===== src/rtl/muldiv_pkg.sv =====
// muldiv_pkg: shared op encodings, FSM states and constants for the multiply/divide unit
package muldiv_pkg;
    localparam int DATA_W = 32;
    localparam int ITER_LAST = DATA_W - 1;
    localparam logic [DATA_W-1:0] DIV0_LO = 32'hFFFF_FFFF;

    typedef enum logic [1:0] {
        OP_MULTU = 2'b00,
        OP_MULT  = 2'b01,
        OP_DIVU  = 2'b10,
        OP_DIV   = 2'b11
    } op_e;

    typedef enum logic [1:0] {
        IDLE,
        MUL,
        DIV,
        FIX
    } state_e;
endpackage


===== src/rtl/muldiv_sign_fix.sv =====
// muldiv_sign_fix: turns the unsigned-magnitude product or quotient/remainder into signed HI/LO
module muldiv_sign_fix
    import muldiv_pkg::*;
#(
    parameter int WIDTH = DATA_W
) (
    input  logic [2*WIDTH-1:0] raw,
    input  logic               sign_a,
    input  logic               sign_b,
    input  logic               is_signed,
    input  logic               is_div,
    output logic [WIDTH-1:0]   hi,
    output logic [WIDTH-1:0]   lo
);
    logic               neg;
    logic [2*WIDTH-1:0] prod;
    logic [WIDTH-1:0]   quo;
    logic [WIDTH-1:0]   rem;

    // Product and quotient flip when operand signs differ; remainder follows the dividend
    always_comb begin
        neg  = is_signed && (sign_a ^ sign_b);
        prod = neg ? -raw : raw;
        quo  = neg ? -raw[WIDTH-1:0] : raw[WIDTH-1:0];
        rem  = (is_signed && sign_a) ? -raw[2*WIDTH-1:WIDTH] : raw[2*WIDTH-1:WIDTH];
        hi   = is_div ? rem : prod[2*WIDTH-1:WIDTH];
        lo   = is_div ? quo : prod[WIDTH-1:0];
    end
endmodule


===== src/rtl/muldiv_unit.sv =====
// muldiv_unit: iterative MIPS MULT/MULTU/DIV/DIVU with HI/LO; MULDIV_FAST_MUL_EN selects a one-cycle multiply
module muldiv_unit
    import muldiv_pkg::*;
#(
    parameter int WIDTH = DATA_W
) (
    input  logic             clk,
    input  logic             reset,
    input  logic             start,
    input  logic [1:0]       op,
    input  logic [WIDTH-1:0] a,
    input  logic [WIDTH-1:0] b,
    input  logic             mthi,
    input  logic             mtlo,
    output logic             busy,
    output logic             done,
    output logic             div_by_zero,
    output logic [WIDTH-1:0] hi,
    output logic [WIDTH-1:0] lo
);
    state_e             state_q, state_d;
    logic [4:0]         cnt_q, cnt_d;
    logic [2*WIDTH-1:0] acc_q, acc_d;
    logic [WIDTH-1:0]   opnd_q, opnd_d;
    logic [WIDTH-1:0]   a_raw_q, a_raw_d;
    logic [WIDTH-1:0]   hi_q, hi_d;
    logic [WIDTH-1:0]   lo_q, lo_d;
    logic               sign_a_q, sign_a_d;
    logic               sign_b_q, sign_b_d;
    logic               signed_q, signed_d;
    logic               div_q, div_d;
    logic               div0_q, div0_d;
    logic               busy_q, busy_d;
    logic               done_q, done_d;
    logic               dbz_q, dbz_d;
    logic [WIDTH:0]     step;
    logic [WIDTH-1:0]   mag_a, mag_b, fix_hi, fix_lo;
    logic               op_div, op_signed, sa, sb;
    op_e                op_c;

    // Decode the incoming op and form operand magnitudes for capture
    always_comb begin
        op_c      = op_e'(op);
        op_div    = op_c == OP_DIVU || op_c == OP_DIV;
        op_signed = op_c == OP_MULT || op_c == OP_DIV;
        sa        = op_signed && a[WIDTH-1];
        sb        = op_signed && b[WIDTH-1];
        mag_a     = sa ? -a : a;
        mag_b     = sb ? -b : b;
    end

    muldiv_sign_fix #(.WIDTH(WIDTH)) u_sign_fix (
        .raw       (acc_q),
        .sign_a    (sign_a_q),
        .sign_b    (sign_b_q),
        .is_signed (signed_q),
        .is_div    (div_q),
        .hi        (fix_hi),
        .lo        (fix_lo)
    );

    // FSM and datapath: acc holds {partial product, multiplier} or {remainder, dividend/quotient}
    always_comb begin
        state_d  = state_q;
        cnt_d    = cnt_q;
        acc_d    = acc_q;
        opnd_d   = opnd_q;
        a_raw_d  = a_raw_q;
        sign_a_d = sign_a_q;
        sign_b_d = sign_b_q;
        signed_d = signed_q;
        div_d    = div_q;
        div0_d   = div0_q;
        hi_d     = hi_q;
        lo_d     = lo_q;
        step     = '0;
        case (state_q)
            IDLE: begin
                hi_d  = mthi ? a : hi_q;
                lo_d  = mtlo ? a : lo_q;
                cnt_d = '0;
                if (start) begin
                    state_d  = op_div ? DIV : MUL;
                    sign_a_d = sa;
                    sign_b_d = sb;
                    signed_d = op_signed;
                    div_d    = op_div;
                    div0_d   = op_div && b == '0;
                    a_raw_d  = a;
                    acc_d    = {{WIDTH{1'b0}}, op_div ? mag_a : mag_b};
                    opnd_d   = op_div ? mag_b : mag_a;
                end
            end
            MUL: begin
`ifdef MULDIV_FAST_MUL_EN
                acc_d   = {{WIDTH{1'b0}}, opnd_q} * {{WIDTH{1'b0}}, acc_q[WIDTH-1:0]};
                state_d = FIX;
`else
                step    = {1'b0, acc_q[2*WIDTH-1:WIDTH]} + {1'b0, opnd_q & {WIDTH{acc_q[0]}}};
                acc_d   = {step, acc_q[WIDTH-1:1]};
                cnt_d   = cnt_q + 5'd1;
                state_d = cnt_q == 5'(ITER_LAST) ? FIX : MUL;
`endif
            end
            DIV: begin
                step    = acc_q[2*WIDTH-1:WIDTH-1] - {1'b0, opnd_q};
                acc_d   = step[WIDTH] ? {acc_q[2*WIDTH-2:0], 1'b0}
                                      : {step[WIDTH-1:0], acc_q[WIDTH-2:0], 1'b1};
                cnt_d   = cnt_q + 5'd1;
                state_d = cnt_q == 5'(ITER_LAST) ? FIX : DIV;
            end
            FIX: begin
                hi_d    = div0_q ? a_raw_q : fix_hi;
                lo_d    = div0_q ? DIV0_LO : fix_lo;
                state_d = IDLE;
            end
        endcase
        busy_d = state_d != IDLE;
        done_d = state_q == FIX;
        dbz_d  = done_d && div0_q;
    end

    // State, architectural HI/LO and registered status outputs
    always_ff @(posedge clk) begin
        cnt_q    <= cnt_d;
        acc_q    <= acc_d;
        opnd_q   <= opnd_d;
        a_raw_q  <= a_raw_d;
        sign_a_q <= sign_a_d;
        sign_b_q <= sign_b_d;
        signed_q <= signed_d;
        div_q    <= div_d;
        div0_q   <= div0_d;
        if (reset) begin
            state_q <= IDLE;
            hi_q    <= '0;
            lo_q    <= '0;
            busy_q  <= 1'b0;
            done_q  <= 1'b0;
            dbz_q   <= 1'b0;
        end else begin
            state_q <= state_d;
            hi_q    <= hi_d;
            lo_q    <= lo_d;
            busy_q  <= busy_d;
            done_q  <= done_d;
            dbz_q   <= dbz_d;
        end
    end

    assign busy        = busy_q;
    assign done        = done_q;
    assign div_by_zero = dbz_q;
    assign hi          = hi_q;
    assign lo          = lo_q;
endmodule


===== config.mk =====
export PLATFORM = sky130hd
export DESIGN_NAME = muldiv_unit
export DESIGN_NICKNAME = d
export VERILOG_FILES = /design/src/rtl/muldiv_pkg.sv /design/src/rtl/muldiv_sign_fix.sv /design/src/rtl/muldiv_unit.sv
export SDC_FILE = /design/constraint.sdc
export NUM_CORES = 1
export LEC_CHECK = 0
export CAP_MARGIN = 20
export CELL_PAD_IN_SITES_DETAIL_PLACEMENT = 1
export CELL_PAD_IN_SITES_GLOBAL_PLACEMENT = 2
export CORE_MARGIN = 2
export CORE_UTILIZATION = 37
export DETAILED_ROUTE_END_ITERATION = 7
export GPL_ROUTABILITY_DRIVEN = 0
export PLACE_DENSITY_LB_ADDON = 0.1
export SLEW_MARGIN = 20
export SYNTH_ARGS = -nofsm -noshare
export SYNTH_HDL_FRONTEND = slang
export SYNTH_SLANG_ARGS = --single-unit

===== constraint.sdc =====
create_clock -name clk -period 5 [get_ports clk]
set_clock_uncertainty 0.2 [all_clocks]
set_input_delay 0.75 -clock clk [delete_from_list [all_inputs] [get_ports clk]]
set_output_delay 0.75 -clock clk [all_outputs]
set_load 0.05 [all_outputs]

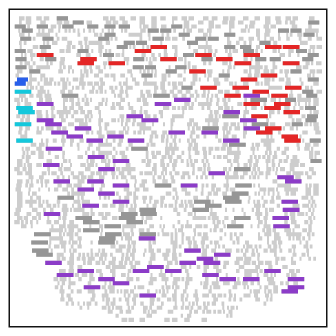
ff_map.png
Other sequential cells in the stronger grey, the rest of the logic in the fainter grey.
| colour | netlist name | placed flops |
|---|---|---|
| blue | state_q | 2 |
| red | a_raw_q | 32 |
| cyan | cnt_q | 5 |
| purple | acc_q | 64 |
not coloured: 104

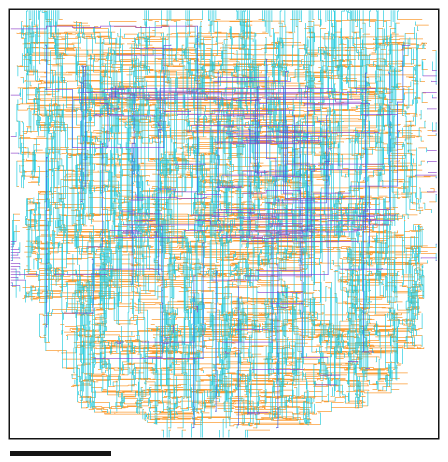
layers.png
Bar = 50 um.
| colour | layer | wire length |
|---|---|---|
| orange | M1 | 26.2 mm |
| cyan | M2 | 29.3 mm |
| purple | M3 | 3510 um |
| blue | M4 | 2310 um |

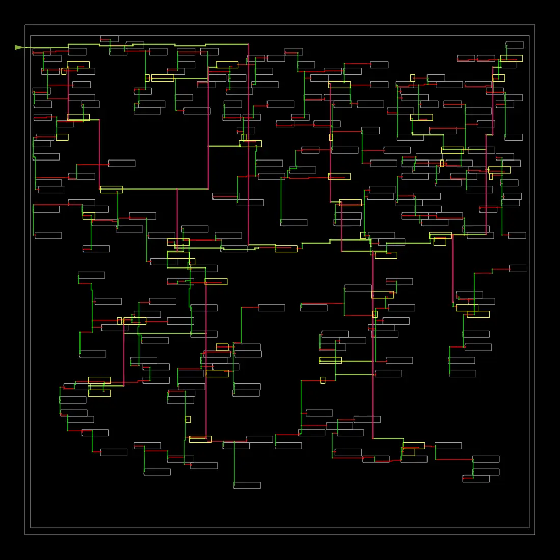
clock_nets.png
clock network power: 0.00193 W
clock buffers created by TritonCTS: 26
flop count: 207
insertion delay of the later-clocked pin in the worst-skew pair: 550 ps
clock tree buffer count of the final layout: 38

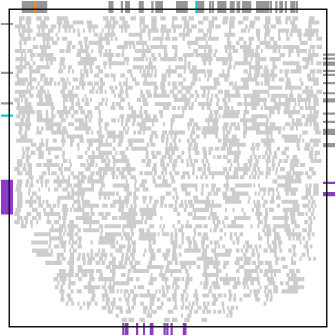
pinout.png
Pins as bars across the die edge, other pins in grey.
| colour | port | pins | direction | edge |
|---|---|---|---|---|
| orange | mtlo | 1 | input | top |
| cyan | op | 2 | input | 1 top, 1 left |
| purple | b | 32 | input | 17 left, 12 bottom, 3 right |

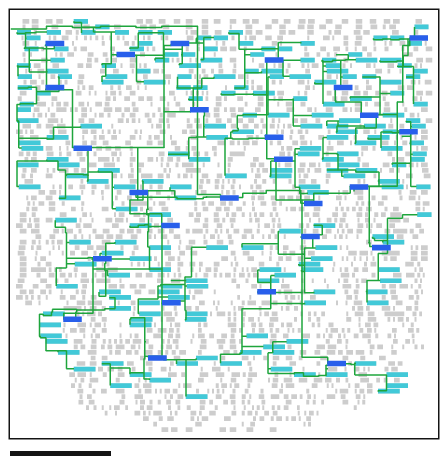
clock_wires.png
Bar = 50 um.
[blue] clock-net drivers | count: 26
[cyan] flip-flops | count: 207
[green] clock wires | length: 3410 um
routed clock nets: 27

==> summary.txt <==
Flow results.

- The first-pass GRT wire length is 92100 um.
- The count of fill cells added during filler insertion is around 4900.
- According to the Yosys statistics, the synthesized design has a chip area of approximately 16000 sq um.
- The area of all placed cells without fillers is 18600 sq um.
- The design draws approximately 0.013 W.
- The cell at the root of the clock tree is clkbuf_16.
- The clock period could shrink to 4400 ps.
- The total die size is approximately 45000 sq um.
- The startpoint of the worst hold path is lo[12]$_SDFFE_PP0P_.
- The flow ran to the end, and the final reports show no timing, DRC or antenna violations.
- The final layout contains routed wiring with a total length of 61300 um.
- According to the dpl log, the detail-placed design has an HPWL of 47800 um.
- In this run the most used layer during global routing was met2.
- The post-layout net count is about 2000.
- The worst-case setup slack after placement is approximately 530 ps.
- The synthesis report lists the Yosys warning total as 0.
- The number of antenna diodes in the final layout is 0.
- The count of instances resized after the clock tree is built is 0.
- The leakage power is around 7 nW.
- The largest area contributor in the synthesized netlist is edfxtp_1.
- Counting tap cells, the placed design contains a total of ~2400 instances.
- The average instance area after synthesis is roughly 8.9 sq um.
- The detailed-routing iteration count for the pre-antenna-repair pass is 5.
- The endpoint required time on the critical path is roughly 5200 ps.
- The non-clock buffer instance count of the final layout is between 150 and 200.
- The number of buffers inserted by post-CTS setup repair is 0.
- For reference, the most critical setup path is categorized as reg2reg.
- Max-slew check failures listed in the final report amount to 0.
- In this run the critical register-to-register path is launched from acc_q[31]$_DFFE_PP_.
- STA classifies the critical path endpoint as a flip-flop.
[flip-flops by register name, indices dropped and copies added, names as in the netlist]
register / flops
a_raw_q: 32
acc_q: 64
busy: 1
cnt_q: 5
div0_q: 1
div_by_zero: 1
div_q: 1
done: 1
hi: 32
lo: 32
opnd_q: 32
sign_a_q: 1
sign_b_q: 1
signed_q: 1
state_q: 2
[synth_stat cells (5+ instances only)]
library cell  count
nor2b_1          10
o21ai_1          13
xor2_1           79
o22ai_1          33
edfxtp_1        138
o21a_1           12
a21oi_1         175
o31ai_1          23
nor3b_1           5
nor2_1          174
dfxtp_1          69
and3_1            6
o41ai_1           9
o211ai_1         19
clkbuf_1         85
nor3_1           38
buf_1             9
or4_1            11
o221ai_1         30
and2_1           18
a211oi_1         24
a31oi_1          19
xnor2_1         101
nand2_1         131
inv_1            62
nor4_1            6
nand4_1          10
a22oi_1          32
nand2b_1         13
mux2i_1         107
a21o_1           28
nand3_1          22
a311oi_1         11
o21ai_0          77
ha_1             75
o21bai_1          9
or3_1            19
[logic make-up (layout without fill, tap and decap cells)]
logic type / after synthesis / in the layout / synth area share (%)
AND-OR/OR-AND: 547 / 547 / 22.3
AND/OR/NAND/NOR: 496 / 496 / 15.5
flip-flops: 207 / 207 / 34.9
XOR/XNOR: 180 / 180 / 9.95
buffers and inverters: 164 / 281 / 4.10
multiplexers: 112 / 112 / 7.16
adder cells (fa/ha/maj): 77 / 77 / 6.17
[worst max-delay path: cells and delay by family, from the launching register on]
| kind | cells | cell delay [ps] |
|---|---|---|
| adder cells (fa/ha/maj) | 2 | 690 |
| flip-flops | 1 | 470 |
| multiplexers | 1 | 340 |
| buffers and inverters | 2 | 360 |
| AND-OR/OR-AND | 6 | 1850 |
| AND/OR/NAND/NOR | 2 | 300 |
Power and IR drop assume default switching activity.
